**src/rtl/blackbox_caller_pkg.sv**
```systemverilog
// Shared types and helpers for the pipelined blackbox caller.
// The S1 struct here is sized for the default build; the top re-declares it at its own W.
package blackbox_caller_pkg;

    typedef enum logic {
        MODE_PASS  = 1'b0,
        MODE_CHAIN = 1'b1
    } mode_e;

    function automatic int chan_w(input int nch);
        return (nch > 1) ? $clog2(nch) : 1;
    endfunction

    localparam int S1_W  = 32;
    localparam int S1_CW = chan_w(4);

    typedef struct packed {
        logic [S1_W:0]    sum;
        logic [S1_CW-1:0] chan;
        mode_e            mode;
        logic [S1_W:0]    val0;
    } s1_t;

endpackage

```
**src/rtl/blackbox_adder_reg.sv**
```systemverilog
// Registered W+1-bit adder stage: captures val1+val2 with carry when the stage advances.
module blackbox_adder_reg #(
    parameter int W = 32
) (
    input  logic         clock,
    input  logic         reset,
    input  logic         advance,
    input  logic         in_valid,
    input  logic [W-1:0] in1,
    input  logic [W-1:0] in2,
    output logic         out_valid,
    output logic [W:0]   sum
);

    always_ff @(posedge clock) begin
        if (reset) begin
            out_valid <= 1'b0;
            sum       <= '0;
        end else if (advance) begin
            out_valid <= in_valid;
            if (in_valid)
                sum <= {1'b0, in1} + {1'b0, in2};
        end
    end

endmodule

```
**src/rtl/blackbox_caller_pipe.sv**
```systemverilog
// Two-stage caller: S1 registers the sum, S2 XORs with val0 or the channel's last result.
// One chain register per channel; valid/ready on both sides.
module blackbox_caller_pipe
    import blackbox_caller_pkg::*;
#(
    parameter int W   = 32,
    parameter int NCH = 4,
    parameter int CW  = chan_w(NCH)
) (
    input  logic          clock,
    input  logic          reset,
    input  logic          in_valid,
    output logic          in_ready,
    input  logic [CW-1:0] in_chan,
    input  logic          in_mode,
    input  logic [W:0]    in_val0,
    input  logic [W-1:0]  in_val1,
    input  logic [W-1:0]  in_val2,
    output logic          out_valid,
    input  logic          out_ready,
    output logic [CW-1:0] out_chan,
    output logic [W:0]    out_data,
    input  logic          clr
);

    typedef struct packed {
        logic [W:0]    sum;
        logic [CW-1:0] chan;
        mode_e         mode;
        logic [W:0]    val0;
    } s1_loc_t;

    s1_loc_t       s1;
    logic          s1_valid;
    logic [W:0]    s1_sum;
    logic [CW-1:0] s1_chan;
    mode_e         s1_mode;
    logic [W:0]    s1_val0;

    logic          s2_load;
    logic          s1_adv;
    logic          accept;
    logic [W:0]    chain_rd;
    logic [W:0]    res;
    logic [W:0]    chain [NCH];

    assign s2_load  = s1_valid & (~out_valid | out_ready);
    assign s1_adv   = ~s1_valid | s2_load;
    assign in_ready = s1_adv & ~reset;
    assign accept   = in_valid & in_ready;

    blackbox_adder_reg #(.W(W)) u_add (
        .clock     (clock),
        .reset     (reset),
        .advance   (s1_adv),
        .in_valid  (accept),
        .in1       (in_val1),
        .in2       (in_val2),
        .out_valid (s1_valid),
        .sum       (s1_sum)
    );

    always_ff @(posedge clock) begin
        if (reset) begin
            s1_chan <= '0;
            s1_mode <= MODE_PASS;
            s1_val0 <= '0;
        end else if (accept) begin
            s1_chan <= in_chan;
            s1_mode <= mode_e'(in_mode);
            s1_val0 <= in_val0;
        end
    end

    always_comb begin
        s1.sum  = s1_sum;
        s1.chan = s1_chan;
        s1.mode = s1_mode;
        s1.val0 = s1_val0;
    end

    // Scan rather than index so an illegal channel reads zero instead of going out of range.
    always_comb begin
        chain_rd = '0;
        for (int i = 0; i < NCH; i++)
            if (s1.chan == CW'(i))
                chain_rd = chain[i];
    end

    assign res = s1.sum ^ ((s1.mode == MODE_CHAIN) ? chain_rd : s1.val0);

    always_ff @(posedge clock) begin
        if (reset) begin
            out_valid <= 1'b0;
            out_data  <= '0;
            out_chan  <= '0;
        end else if (s2_load) begin
            out_valid <= 1'b1;
            out_data  <= res;
            out_chan  <= s1.chan;
        end else if (out_ready) begin
            out_valid <= 1'b0;
        end
    end

    // A load on the same cycle as clr keeps its own channel's new result.
    always_ff @(posedge clock) begin
        for (int i = 0; i < NCH; i++) begin
            if (reset)
                chain[i] <= '0;
            else if (s2_load && s1.chan == CW'(i))
                chain[i] <= res;
            else if (clr)
                chain[i] <= '0;
        end
    end

    always_ff @(posedge clock) begin
        if (!reset && accept)
            assert (int'(in_chan) < NCH);
    end

endmodule
```
**config.mk**
```make
export PLATFORM = sky130hd
export DESIGN_NAME = blackbox_caller_pipe
export DESIGN_NICKNAME = d
export VERILOG_FILES = /design/src/rtl/blackbox_caller_pkg.sv /design/src/rtl/blackbox_adder_reg.sv /design/src/rtl/blackbox_caller_pipe.sv
export SDC_FILE = /design/constraint.sdc
export NUM_CORES = 1
export LEC_CHECK = 0
export CAP_MARGIN = 20
export CORE_UTILIZATION = 50
export CTS_CLUSTER_DIAMETER = 50
export DETAILED_ROUTE_END_ITERATION = 10
export HOLD_SLACK_MARGIN = 0.02
export PLACE_DENSITY_LB_ADDON = 0.2
export REMOVE_ABC_BUFFERS = 1
export SYNTH_ARGS = -nofsm -noshare
export SYNTH_HDL_FRONTEND = slang
export SYNTH_HIERARCHICAL = 1
export SYNTH_SLANG_ARGS = --single-unit
```
**constraint.sdc**
```tcl
create_clock -name clock -period 10 [get_ports clock]
set_input_delay 2 -clock clock [delete_from_list [all_inputs] [get_ports clock]]
set_output_delay 2 -clock clock [all_outputs]
set_load 0.01 [all_outputs]
```
run_1/metal_stack.png
Only two layers are drawn.
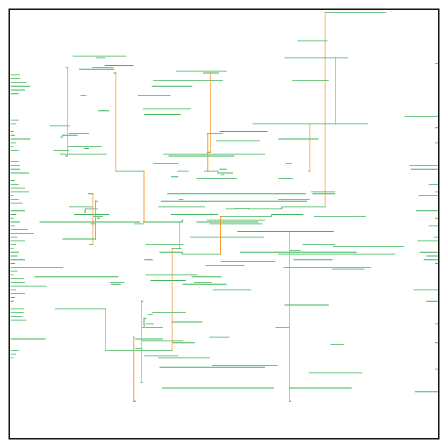
Key: met3 = green [wire length 1,980 um]; met4 = orange [wire length 459 um]
Routed WL: 28.0 mm
Tot GR Track Use: 23.5%
Via Count: 8,683
WL/cell: 18.4 um

run_1/registers.png
Other sequential cells in the stronger gray, the rest of the logic in the fainter gray.
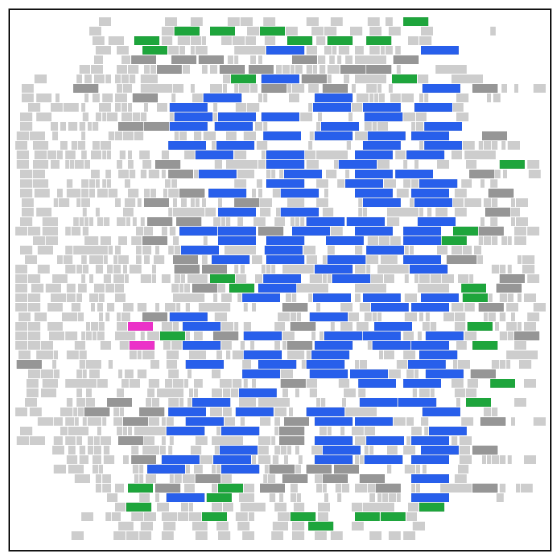
Key: `out_chan` = magenta [sequential cells 2]; `out_data` = green [sequential cells 33]; `chain` = blue [sequential cells 132]
fraction of area in registers: 43.5%
Flop+latch power: 1.12 mW
Util after Layout: 61.7%
Reg area: 6090 sq um

==> metrics.cfg, run 1 <==
[run_status]
outcome=completed

[detailed_routing]
drt-initial-drc-count=649

[synth]
yosys_warnings=6
postSynthSeqShare_pct=52.5
xor_share_pct=3.93
fa_ha_area_share_pct=3.62
synth.distinct_cells=72
synth.cellmix.simpleShare_pct=16.0
synthArstFlopShare_pct=0
netlist.top_cell.by_area=edfxtp_1
mux_area_share_pct=5.96
yosys.area_share.aoi_pct=14.4
synth_stat.cells=1116
yosys_most_used_dff=edfxtp_1
area_leaders=edfxtp_1 34%, dfxtp_1 18%, mux2i_1 6.0%
ys_ff=238

[sta]
hold_viol_final=0
fin_crit_sh_pct=52.7
setup_viol=0
fin_skew_ns=0.0126
rsz0062_at_grt=false

[layout]
syn_to_final_growth_pct=20.8
nFillCells=1912
nets=1359
drive_gt1_share_pct=9.19

[pwr]
p_per_area_nw_per_um2=173
leakagePower_nw=5.05

[cts]
clock-sinks=238
postCtsSetupBuffers=0
cts-resized-gates=0
numCtsBuffers=26
clkLatencyLatePin_ns=0.53
cts.clk_slew.worst_paths_ns=0.06

[worst_setup_path]
worstReg2RegStart=s1_chan[1]$_SDFFE_PP0P_
r2r_cells=3
r2r-end=chain[3][20]$_SDFFCE_PP0P_
cp.arrival_ns=3.27

[placement]
gp_congestion=0.879
hpwl_mm=17.8

[global_route]
grt_max_degree=75
grt_use_met3_pct=3.67

[floorplan]
core_util_floorplan_pct=51.1

run_1/port_nets.png
The bar under the picture is 50 um long.
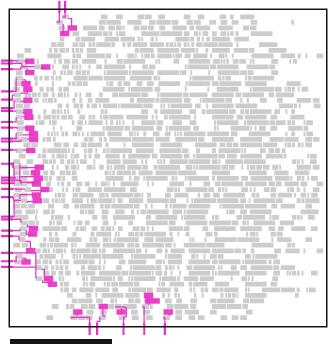
Key: `in_val2` = magenta [bits 32, direction input, edge 25 left, 5 bottom, 2 top, end cells 33, buffers 32, wire 391 um]
# IOs: 142
I/O Buffers: 141

run 1: registers in the layout, summed over array words and instances, names as in the netlist:
| register | flops |
|---|---|
| chain | 132 |
| out_chan | 2 |
| out_data | 33 |
| out_valid | 1 |
| s1_chan | 2 |
| s1_mode | 1 |
| s1_val0 | 33 |
| u_add/out_valid | 1 |
| u_add/sum | 33 |
run 1: through the flow:
stage                     setup slack, ns  instance area [sq um]  hold WS (ns)  utilization (%)  total power, mW
final                                4.73                  14000         0.460             61.7             2.43
after global routing                 4.65                  14000         0.477             61.7             2.52
after CTS                            4.72                  14000         0.466             61.7             2.44
after detailed placement             4.73                  13100         0.448             57.8             1.50
after global placement               4.72                  13100         0.449             57.8             1.49
after floorplan                      2.92                  11200         0.438                -             1.36
run 1: cells in the final DEF (no fill, tap or decap), drive strengths merged, types with 9 or more instances in the layout:
cell	synthesis	final
nand2	99	99
buf	30	14
nand2b	44	44
edfxtp	132	132
clkinv	1	9
clkdlybuf4s50	0	140
nor2	188	188
a221oi	33	33
a21oi	53	53
nand3	16	16
dfxtp	106	106
o21ai	61	61
mux2i	69	69
ha	32	32
o2bb2ai	33	33
xnor2	44	44
a21o	14	14
nor3	10	10
clkbuf	47	39
run 1: worst max path at each step:
stage	end	slack (ns)
finish	in_ready	4.73
global route	in_ready	4.65
CTS	in_ready	4.72
detailed placement	in_ready	4.73
global placement	in_ready	4.72
floorplan	u_add/sum[20]$_SDFFE_PP0P_	2.92
run 1: power breakdown:
part,internal [mW],total [mW],switching [mW],leakage [nW]
clock,0.557,0.943,0.386,0.433
sequential,1.08,1.12,0.0322,2.34
combinational,0.156,0.366,0.210,2.27
total,1.80,2.43,0.629,5.05
run 1: per-layer routing:
layer	part of all wire, %	up-vias
met5	0	-
met4	1.6	0
met3	7.1	38
met2	46	336
met1	45	4074
li1	-	4235
run 1: cells by family (layout without fill, tap and decap cells):
group,count (synthesis),count (layout)
muxes,69,69
xor gates and xnor gates,52,52
AOI/OAI and AO/OA,242,242
DFF,238,238
buffers and inverters,84,209
and+or+nand+nor,398,398
adders and majority gates,33,33
run 1: cell type report:
| type | instances | share of cell area [%] |
|---|---|---|
| sequential | 238 | 43.5 |
| multi-input combinational | 794 | 36.8 |
| timing repair buffer | 154 | 10.7 |
| clock buffer | 39 | 5.72 |
| tap | 285 | 2.55 |
| clock inverter | 9 | 0.527 |
| inverter | 7 | 0.188 |
run 1: worst max-delay path, stage by stage:
cell             delay (ns)
clkdlybuf4s50_1        0.50
nor2b_4                0.07
a21oi_1                0.14
clkdlybuf4s50_1        0.56
## Run 2: what changed since run 1
clock period = 4.6 ns   (was 10 ns; I/O delays follow)
run_2/registers.png
Other sequential cells in the stronger gray, the rest of the logic in the fainter gray.
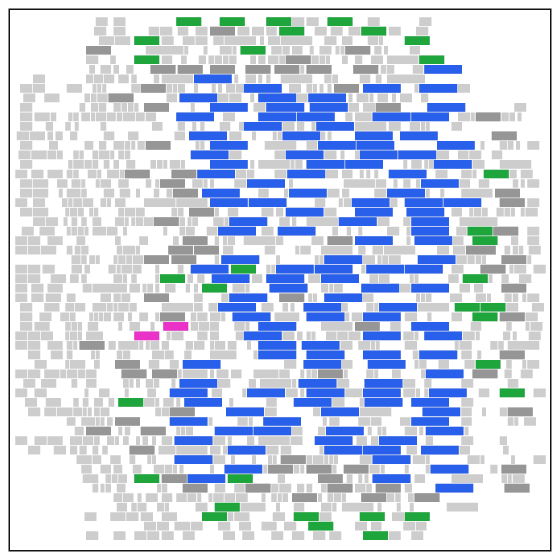
Key: `out_data` = green [sequential cells 33, where spread over the die]; `out_chan` = magenta [sequential cells 2]; `chain` = blue [sequential cells 132]
Another 71 sequential cells are not colored.
Flop+latch power: 2.43 mW
fraction of area in registers: 43.2%

run_2/final_placement.png
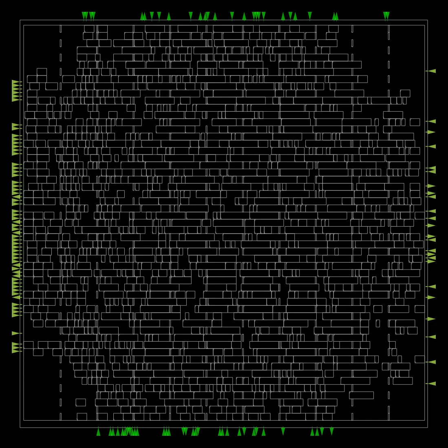
CORE AREA: 22,700 sq um
Layout fillers: 1,841
Post-Layout Cell Count: 1,529
Well Taps: 285

run_2/met2.png
The bar under the picture is 50 um long.
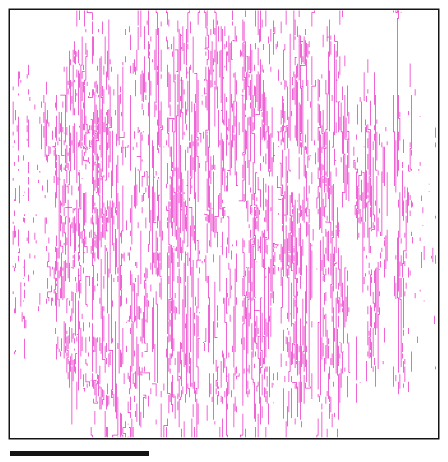
The longest straight run is 61.9 um. The layer carries 13,200 um of wire. The wires run mostly vertical. 1,107 nets have wire on it.
Routed WL: 28.2 mm
GR Util met2: 39.3%

==> run 2 against run 1 <==
  * Wire length grew 0.56%
  * Combinational power up 120%
  * First-iteration DRC count down 3.4%
  * Clock skew is 0.0019 ns lower
  * Die area unchanged
  * Worst setup slack lost 3.5 ns
  * Non-clock buffer count up 5
  * Synthesized area unchanged
  * Global-route usage rose by 0.20 points
  * Total power is 120% higher
  * Clock power up 130%
  * Highest routed layer unchanged
==> metrics.cfg, run 2 <==
[run_status]
outcome=completed

[cts]
clock-sinks=238
clkLatencyLatePin_ns=0.52
numCtsBuffers=25
cts-resized-gates=0

[placement]
io_buffer_count=141
hpwl_mm=18.6

[floorplan]
core_util_floorplan_pct=51.1
io-pin-count=142

[synth]
postSynthSeqShare_pct=52.5
synthArstFlopShare_pct=0
synth.cellmix.simpleShare_pct=16.0
fa_ha_area_share_pct=3.62
synth_stat.cells=1116
yosys_warnings=6
yosys_most_used_dff=edfxtp_1
mux_area_share_pct=5.96

[pwr]
pwr-share-seq_pct=45.2
internal_power_mw=4.02
leakagePower_nw=5.10

[worst_setup_path]
worstPathCellList=clkdlybuf4s50_1 > ha_1 > fa_1 > a211oi_1 > o211ai_1 > a21oi_1 > o21a_1 > o21ai_1 > a41oi_1 > xor2_1 > o21ai_1
cp.arrival_ns=3.76
r2r-end=chain[2][30]$_SDFFCE_PP0P_

[detailed_routing]
dr_total_vias=8737
drt-initial-drc-count=627

[layout]
layout_top_cell=nor2_1
largest_register=chain

[global_route]
grt_usage_pct=23.7

==> run 2: cell count changes in the layout (fill, tap and decap cells not counted), sizes merged <==
| cell | delta |
|---|---|
| buf | +5 |
| clkbuf | -5 |
| bufinv | +3 |
| clkinv | -2 |
| inv | +2 |
==> run 2: area by class of cell <==
cell class | instances | area, sq um | area share, %
well taps | 285 | 357 | 2.53
repair buffers | 159 | 1580 | 11.2
multi-input cells | 794 | 5150 | 36.5
clock inverters | 12 | 154 | 1.09
inverters | 7 | 26.3 | 0.186
flip-flops and latches | 238 | 6090 | 43.2
clock buffers | 34 | 753 | 5.34
==> run 2: cells by family (layout without fill, tap and decap cells) <==
| logic type | after synthesis | after routing |
|---|---|---|
| AND-OR/OR-AND | 242 | 242 |
| XOR/XNOR | 52 | 52 |
| adder cells (fa/ha/maj) | 33 | 33 |
| buffers and inverters | 84 | 212 |
| flip-flops | 238 | 238 |
| multiplexers | 69 | 69 |
| AND/OR/NAND/NOR | 398 | 398 |
==> run 2: metrics by stage <==
stage	cells	power, mW	worst slack, ns
after floorplan	1039	2.96	-1.40
after global placement	1482	3.25	0.791
after detailed placement	1482	3.26	0.725
after CTS	1528	5.41	1.25
after global routing	1529	5.59	1.06
final	1529	5.38	1.24
==> run 2: routing by layer <==
layer  vias to the layer above  part of all wire (%)  routed length [um]  global-route usage, %
li1                       4251                     -                   -                      -
met1                      4121                    45               12600                   33.4
met2                       335                    47               13200                   39.3
met3                        30                   7.2                2020                   2.77
met4                         0                   1.2                 346                   5.47
met5                         -                     0                   0                      0
==> run 2: worst max-delay path, delay by kind of cell <==
| kind | cells | cell delay (ns) |
|---|---|---|
| buffers and inverters | 1 | 0.41 |
| AND-OR/OR-AND | 7 | 1.58 |
| adder cells (fa/ha/maj) | 2 | 0.68 |
| XOR/XNOR | 1 | 0.17 |
==> run 2: how the worst min path moves through the flow <==
stage	start	slack, ns	to
2_1_floorplan	u_add/sum[10]$_SDFFE_PP0P_	0.44	u_add/sum[10]$_SDFFE_PP0P_
3_3_place_gp	out_data[10]$_SDFFE_PP0N_	0.45	out_data[10]$_SDFFE_PP0N_
3_5_place_dp	out_data[24]$_SDFFE_PP0N_	0.45	out_data[24]$_SDFFE_PP0N_
4_1_cts	out_data[24]$_SDFFE_PP0N_	0.46	out_data[24]$_SDFFE_PP0N_
5_1_grt	out_data[29]$_SDFFE_PP0N_	0.48	out_data[29]$_SDFFE_PP0N_
6_report	out_data[24]$_SDFFE_PP0N_	0.46	out_data[24]$_SDFFE_PP0N_
==> run 2: power by group through the flow <==
stage | Combinational (mW) | Sequential (mW) | Clock, mW
after floorplan | 0.493 | 2.47 | 0
after global placement | 0.779 | 2.47 | 0
after detailed placement | 0.784 | 2.48 | 0
after CTS | 0.791 | 2.43 | 2.18
after global routing | 0.866 | 2.44 | 2.28
final | 0.790 | 2.43 | 2.16
Power figures rest on the tool's default switching activity, not on a simulated workload.
